File: src/rtl/dsp_pkg.sv
// Shared definitions for the SIMD MAC slice: configuration bit layout and
// the per-lane overflow / saturation decision helpers.
package dsp_pkg;

    // Configuration register layout (shifted in serially, MSB drives cfg_out)
    localparam int CFG_W        = 4;
    localparam int CFG_A_SIGNED = 0;
    localparam int CFG_B_SIGNED = 1;
    localparam int CFG_SATURATE = 2;
    localparam int CFG_CHAIN_EN = 3;

    // Result select for one lane of the saturating add
    typedef enum logic [1:0] {
        SEL_SUM = 2'd0,   // sum fits (or wrap mode): keep low ACC_W bits
        SEL_POS = 2'd1,   // clamp to most positive value
        SEL_NEG = 2'd2    // clamp to most negative value
    } sat_sel_e;

    // The sum is formed one bit wider than the accumulator; it is outside the
    // signed ACC_W range exactly when its top two bits disagree.
    function automatic logic ovf_test(input logic [1:0] top);
        return top[1] ^ top[0];
    endfunction

    // Chooses the lane result of base+product from the top two sum bits.
    // The extra (sign) bit tells which rail to clamp to.
    function automatic sat_sel_e sat_add(input logic [1:0] top, input logic sat);
        if (sat && ovf_test(top)) begin
            return top[1] ? SEL_NEG : SEL_POS;
        end
        return SEL_SUM;
    endfunction

endpackage

File: src/rtl/dsp_mac_lane.sv
// One SIMD lane: S2 product register, S3 accumulator with saturation and
// sticky overflow, and the held output register loaded by a last beat.
module dsp_mac_lane
    import dsp_pkg::*;
#(
    parameter int LANE_W = 8,
    parameter int ACC_W  = 24
) (
    input  logic              clk,
    input  logic              reset_n,
    input  logic              i_adv,
    input  logic [LANE_W-1:0] i_a,
    input  logic [LANE_W-1:0] i_b,
    input  logic              i_a_signed,
    input  logic              i_b_signed,
    input  logic              i_s2_valid,
    input  logic              i_s2_first,
    input  logic              i_s3_valid,
    input  logic              i_s3_last,
    input  logic              i_saturate,
    input  logic              i_chain_en,
    input  logic [ACC_W-1:0]  i_pcin,
    output logic [ACC_W-1:0]  o_p,
    output logic              o_ovf
);

    localparam int PW = 2 * LANE_W + 2;
    localparam int XW = (ACC_W + 1 > PW) ? ACC_W + 1 : PW;

    logic signed [LANE_W:0] w_a_x;
    logic signed [LANE_W:0] w_b_x;
    logic signed [PW-1:0]   r_prod;
    logic signed [XW-1:0]   w_px;
    logic                   w_unused_px;
    logic [ACC_W:0]         w_prod_x;
    logic [ACC_W-1:0]       w_base;
    logic [ACC_W:0]         w_base_x;
    logic [ACC_W:0]         w_sum;
    sat_sel_e               w_sel;
    logic [ACC_W-1:0]       w_res;
    logic                   w_ovf_new;
    logic [ACC_W-1:0]       r_acc;
    logic                   r_acc_ovf;
    logic [ACC_W-1:0]       r_p;
    logic                   r_ovf;

    // Operands widened by one bit so signed and unsigned share one multiplier
    assign w_a_x = {i_a_signed & i_a[LANE_W-1], i_a};
    assign w_b_x = {i_b_signed & i_b[LANE_W-1], i_b};

    // S2: product register
    always_ff @(posedge clk or negedge reset_n) begin
        if (!reset_n) begin
            r_prod <= '0;
        end else if (i_adv) begin
            r_prod <= w_a_x * w_b_x;
        end
    end

    // Product sign-extended (or trimmed) to the ACC_W+1 adder width
    assign w_px        = XW'(r_prod);
    assign w_prod_x    = w_px[ACC_W:0];
    assign w_unused_px = ^w_px;

    assign w_base   = i_s2_first ? (i_chain_en ? i_pcin : '0) : r_acc;
    assign w_base_x = {w_base[ACC_W-1], w_base};
    assign w_sum    = w_base_x + w_prod_x;
    assign w_sel    = sat_add(w_sum[ACC_W:ACC_W-1], i_saturate);

    // Clamp or wrap the wide sum back to ACC_W bits
    always_comb begin
        w_res = w_sum[ACC_W-1:0];
        case (w_sel)
            SEL_POS: w_res = {1'b0, {(ACC_W-1){1'b1}}};
            SEL_NEG: w_res = {1'b1, {(ACC_W-1){1'b0}}};
            default: w_res = w_sum[ACC_W-1:0];
        endcase
    end

    // Overflow is sticky within an accumulation; a first beat restarts it
    assign w_ovf_new = ovf_test(w_sum[ACC_W:ACC_W-1]) | (~i_s2_first & r_acc_ovf);

    // S3: accumulator update for every valid beat
    always_ff @(posedge clk or negedge reset_n) begin
        if (!reset_n) begin
            r_acc     <= '0;
            r_acc_ovf <= 1'b0;
        end else if (i_adv && i_s2_valid) begin
            r_acc     <= w_res;
            r_acc_ovf <= w_ovf_new;
        end
    end

    // Output register: captures the finished accumulation of a last beat
    always_ff @(posedge clk or negedge reset_n) begin
        if (!reset_n) begin
            r_p   <= '0;
            r_ovf <= 1'b0;
        end else if (i_adv && i_s3_valid && i_s3_last) begin
            r_p   <= r_acc;
            r_ovf <= r_acc_ovf;
        end
    end

    assign o_p   = r_p;
    assign o_ovf = r_ovf;

endmodule

File: src/rtl/dsp_simd_mac_rf.sv
// SIMD multiply-accumulate slice: A-operand register file, S1 operand stage,
// valid pipeline with output backpressure, serial configuration chain and
// LANES instances of dsp_mac_lane.
//
// Handshake: a beat transfers on a rising edge where in_valid && in_ready;
// a result transfers where out_valid && out_ready. out_valid/p_data hold
// until taken, and while a result waits every stage freezes (in_ready=0).
module dsp_simd_mac_rf
    import dsp_pkg::*;
#(
    parameter int LANES    = 4,
    parameter int LANE_W   = 8,
    parameter int ACC_W    = 24,
    parameter int RF_DEPTH = 8,
    parameter int RF_AW    = $clog2(RF_DEPTH)
) (
    input  logic                      clk,
    input  logic                      reset_n,
    input  logic                      cfg_in,
    input  logic                      cfg_en,
    output logic                      cfg_out,
    input  logic                      in_valid,
    output logic                      in_ready,
    input  logic                      in_first,
    input  logic                      in_last,
    input  logic [LANES*LANE_W-1:0]   a_data,
    input  logic [LANES*LANE_W-1:0]   b_data,
    input  logic                      use_rf,
    input  logic [RF_AW-1:0]          rf_raddr,
    input  logic                      rf_load,
    input  logic [RF_AW-1:0]          rf_waddr,
    input  logic [LANES*ACC_W-1:0]    pcin,
    output logic                      out_valid,
    input  logic                      out_ready,
    output logic [LANES*ACC_W-1:0]    p_data,
    output logic [LANES-1:0]          p_ovf,
    output logic [LANES*ACC_W-1:0]    pcout
);

    localparam int DW = LANES * LANE_W;

    logic [CFG_W-1:0]       r_cfg;
    logic [DW-1:0]          r_rf [RF_DEPTH];
    logic                   w_adv;
    logic                   w_accept;
    logic [DW-1:0]          w_a_sel;
    logic                   r_s1_valid;
    logic                   r_s1_first;
    logic                   r_s1_last;
    logic [DW-1:0]          r_s1_a;
    logic [DW-1:0]          r_s1_b;
    logic                   r_s2_valid;
    logic                   r_s2_first;
    logic                   r_s2_last;
    logic                   r_s3_valid;
    logic                   r_s3_last;
    logic                   r_out_valid;
    logic [LANES*ACC_W-1:0] w_p;
    logic [LANES-1:0]       w_ovf;

    // Configuration chain: shift left, new bit enters at bit 0
    always_ff @(posedge clk or negedge reset_n) begin
        if (!reset_n) begin
            r_cfg <= '0;
        end else if (cfg_en) begin
            r_cfg <= {r_cfg[CFG_W-2:0], cfg_in};
        end
    end

    assign cfg_out = r_cfg[CFG_W-1];

    // Whole pipeline moves unless a result is waiting to be taken
    assign w_adv    = !(r_out_valid && !out_ready);
    assign in_ready = !cfg_en && w_adv;
    assign w_accept = in_valid && in_ready;

    // A-operand register file; writes ignore the stream handshake
    always_ff @(posedge clk or negedge reset_n) begin
        if (!reset_n) begin
            for (int i = 0; i < RF_DEPTH; i++) begin
                r_rf[i] <= '0;
            end
        end else if (rf_load) begin
            r_rf[rf_waddr] <= a_data;
        end
    end

    // Read sees the pre-write contents, so a same-edge write returns old data
    assign w_a_sel = use_rf ? r_rf[rf_raddr] : a_data;

    // S1: operand capture
    always_ff @(posedge clk or negedge reset_n) begin
        if (!reset_n) begin
            r_s1_valid <= 1'b0;
            r_s1_first <= 1'b0;
            r_s1_last  <= 1'b0;
            r_s1_a     <= '0;
            r_s1_b     <= '0;
        end else if (w_adv) begin
            r_s1_valid <= w_accept;
            r_s1_first <= w_accept & in_first;
            r_s1_last  <= w_accept & in_last;
            r_s1_a     <= w_a_sel;
            r_s1_b     <= b_data;
        end
    end

    // Beat control alongside the S2 product and S3 accumulator
    always_ff @(posedge clk or negedge reset_n) begin
        if (!reset_n) begin
            r_s2_valid <= 1'b0;
            r_s2_first <= 1'b0;
            r_s2_last  <= 1'b0;
            r_s3_valid <= 1'b0;
            r_s3_last  <= 1'b0;
        end else if (w_adv) begin
            r_s2_valid <= r_s1_valid;
            r_s2_first <= r_s1_first;
            r_s2_last  <= r_s1_last;
            r_s3_valid <= r_s2_valid;
            r_s3_last  <= r_s2_last;
        end
    end

    // Result valid: set when a finished accumulation leaves S3, cleared when taken
    always_ff @(posedge clk or negedge reset_n) begin
        if (!reset_n) begin
            r_out_valid <= 1'b0;
        end else if (w_adv) begin
            r_out_valid <= r_s3_valid && r_s3_last;
        end
    end

    for (genvar g = 0; g < LANES; g++) begin : g_lane
        dsp_mac_lane #(
            .LANE_W (LANE_W),
            .ACC_W  (ACC_W)
        ) u_lane (
            .clk        (clk),
            .reset_n    (reset_n),
            .i_adv      (w_adv),
            .i_a        (r_s1_a[g*LANE_W +: LANE_W]),
            .i_b        (r_s1_b[g*LANE_W +: LANE_W]),
            .i_a_signed (r_cfg[CFG_A_SIGNED]),
            .i_b_signed (r_cfg[CFG_B_SIGNED]),
            .i_s2_valid (r_s2_valid),
            .i_s2_first (r_s2_first),
            .i_s3_valid (r_s3_valid),
            .i_s3_last  (r_s3_last),
            .i_saturate (r_cfg[CFG_SATURATE]),
            .i_chain_en (r_cfg[CFG_CHAIN_EN]),
            .i_pcin     (pcin[g*ACC_W +: ACC_W]),
            .o_p        (w_p[g*ACC_W +: ACC_W]),
            .o_ovf      (w_ovf[g])
        );
    end

    assign out_valid = r_out_valid;
    assign p_data    = w_p;
    assign p_ovf     = w_ovf;
    assign pcout     = w_p;

endmodule

File: config.mk
export PLATFORM = sky130hd
export DESIGN_NAME = dsp_simd_mac_rf
export DESIGN_NICKNAME = d
export VERILOG_FILES = /design/src/rtl/dsp_pkg.sv /design/src/rtl/dsp_mac_lane.sv /design/src/rtl/dsp_simd_mac_rf.sv
export SDC_FILE = /design/constraint.sdc
export NUM_CORES = 2
export LEC_CHECK = 0
export CORE_UTILIZATION = 49
export DETAILED_ROUTE_END_ITERATION = 10
export PLACE_DENSITY = 0.83
export SETUP_SLACK_MARGIN = 0.02
export SYNTH_ARGS = -nofsm -noshare
export SYNTH_HDL_FRONTEND = slang
export SYNTH_SLANG_ARGS = --single-unit
File: constraint.sdc
create_clock -name clk -period 4.95 [get_ports clk]
set_input_delay 1.2375 -clock clk [delete_from_list [all_inputs] [get_ports clk]]
set_output_delay 1.2375 -clock clk [all_outputs]
set_load 0.05 [all_outputs]
**Port wiring**

(1.5 px per µm)
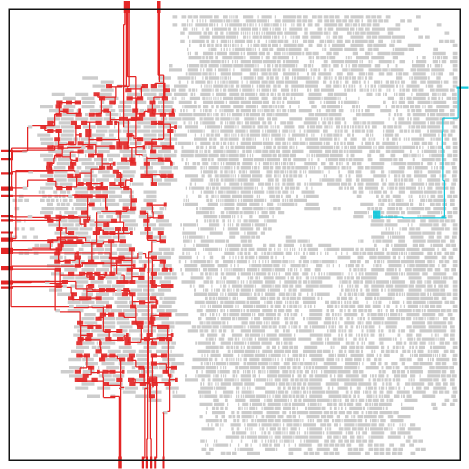
color	port	direction	edge	end cells	buffers	wire
red	a_data	input	19 left, 7 bottom, 6 top	288	32	4,100 µm
cyan	out_ready	input	right	2	1	154 µm

**Clock distribution**

(1 px per µm)
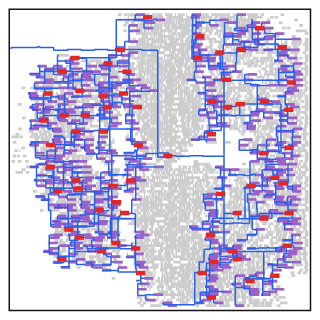
[purple] flip-flops | count: 605
[blue] clock wires | length: 8,090 µm
[red] cells driving clock nets | count: 68
routed clock nets	69
flops lie	all over the die

**Sequential cells grouped by signal name**

(1 px per µm)
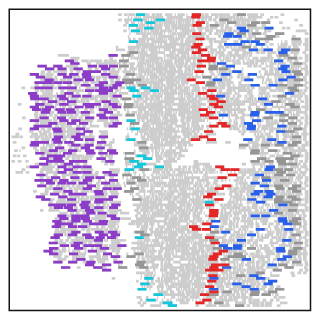
color	name in the netlist	flops
red	g_lane.u_lane.r_prod	72
blue	g_lane.u_lane.r_acc	96
purple	r_rf	256
cyan	r_s1_b	32
not colored	149

**Placement view**

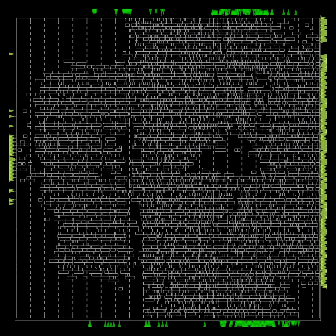
TAP cells: 1,155
core area: 0.0873 mm²
Layout Cells excl Fill: 5,751
Seq cells: 605
fill cell count: 6,919

==> results_slide.txt <==
Physical Implementation Snapshot

Status
  • Outcome: finished, violations left
  • Failing checks: setup timing

Cells and area
  • Ant diodes: 1
  • Layout non-clock buf frac: 11.0%
  • Max reg flops: 256
  • Synth-to-layout area growth: 19.3%
  • Clk cell area share: 4.56%
  • Combinational gate area: 0.0253 mm²

Setup path
  • WS Path Type: register to register
  • Worst EP arrival: 5.48 ns
  • Worst R2R End: g_lane[0].u_lane.r_prod[17]
  • Reg2reg start: r_cfg[1]
  • CP Launch Type: register
  • WP buf/inv: 4
  • Critical path's largest stage delay: 0.51 ns
  • WP depth: 20

Worst hold path
  • Hold_sp: r_s2_last
  • Worst Hold End: r_s2_last

Clock tree
  • Hold_buf cts: 0
  • Clock latency on the worst-skew pair: 0.63 ns
  • Reg clk slew, reported paths: 0.06 ns
  • CTS Sinks: 605
  • H-tree lvl count: 3

GRT
  • GRT overflow: 0
  • Tot GR Track Use: 24.6%
  • M2 GR Usage: 40.7%

Logic synthesis
  • Top cells by area, synth: dfrtp_1, fa_1, mux2_2, ha_1, nand2_1
  • Ys flops: 605
  • Syn Nets: 4,887
  • Netlist Area Pre-Place: 0.0434 mm²
  • Yosys Warn Count: 0
  • Yosys stat cell total: 4,179

Place
  • Routability cong.: 0.921
  • DP HPWL: 80.3 mm

Power
  • Int Power: 22.8 mW
  • Leak pwr: 23.8 nW
  • Clk pwr: 5.30 mW
  • Largest power group: combinational cells
  • Seq pwr share: 19.5%

Timing
  • Final worst setup slack: -0.0502 ns
  • Period Utilization, post-route: 101%
  • Final Hold Vio Count: 0
  • RSZ-0062 raised after global routing: true
  • Final setup vio count: 4

Route
  • Vias: 31.5k
  • Routed WL: 109 mm
  • Drt pass-1 iters: 5

Floorplan
  • DIE HEIGHT: 300 µm
Power is estimated from default activity; no workload was simulated.
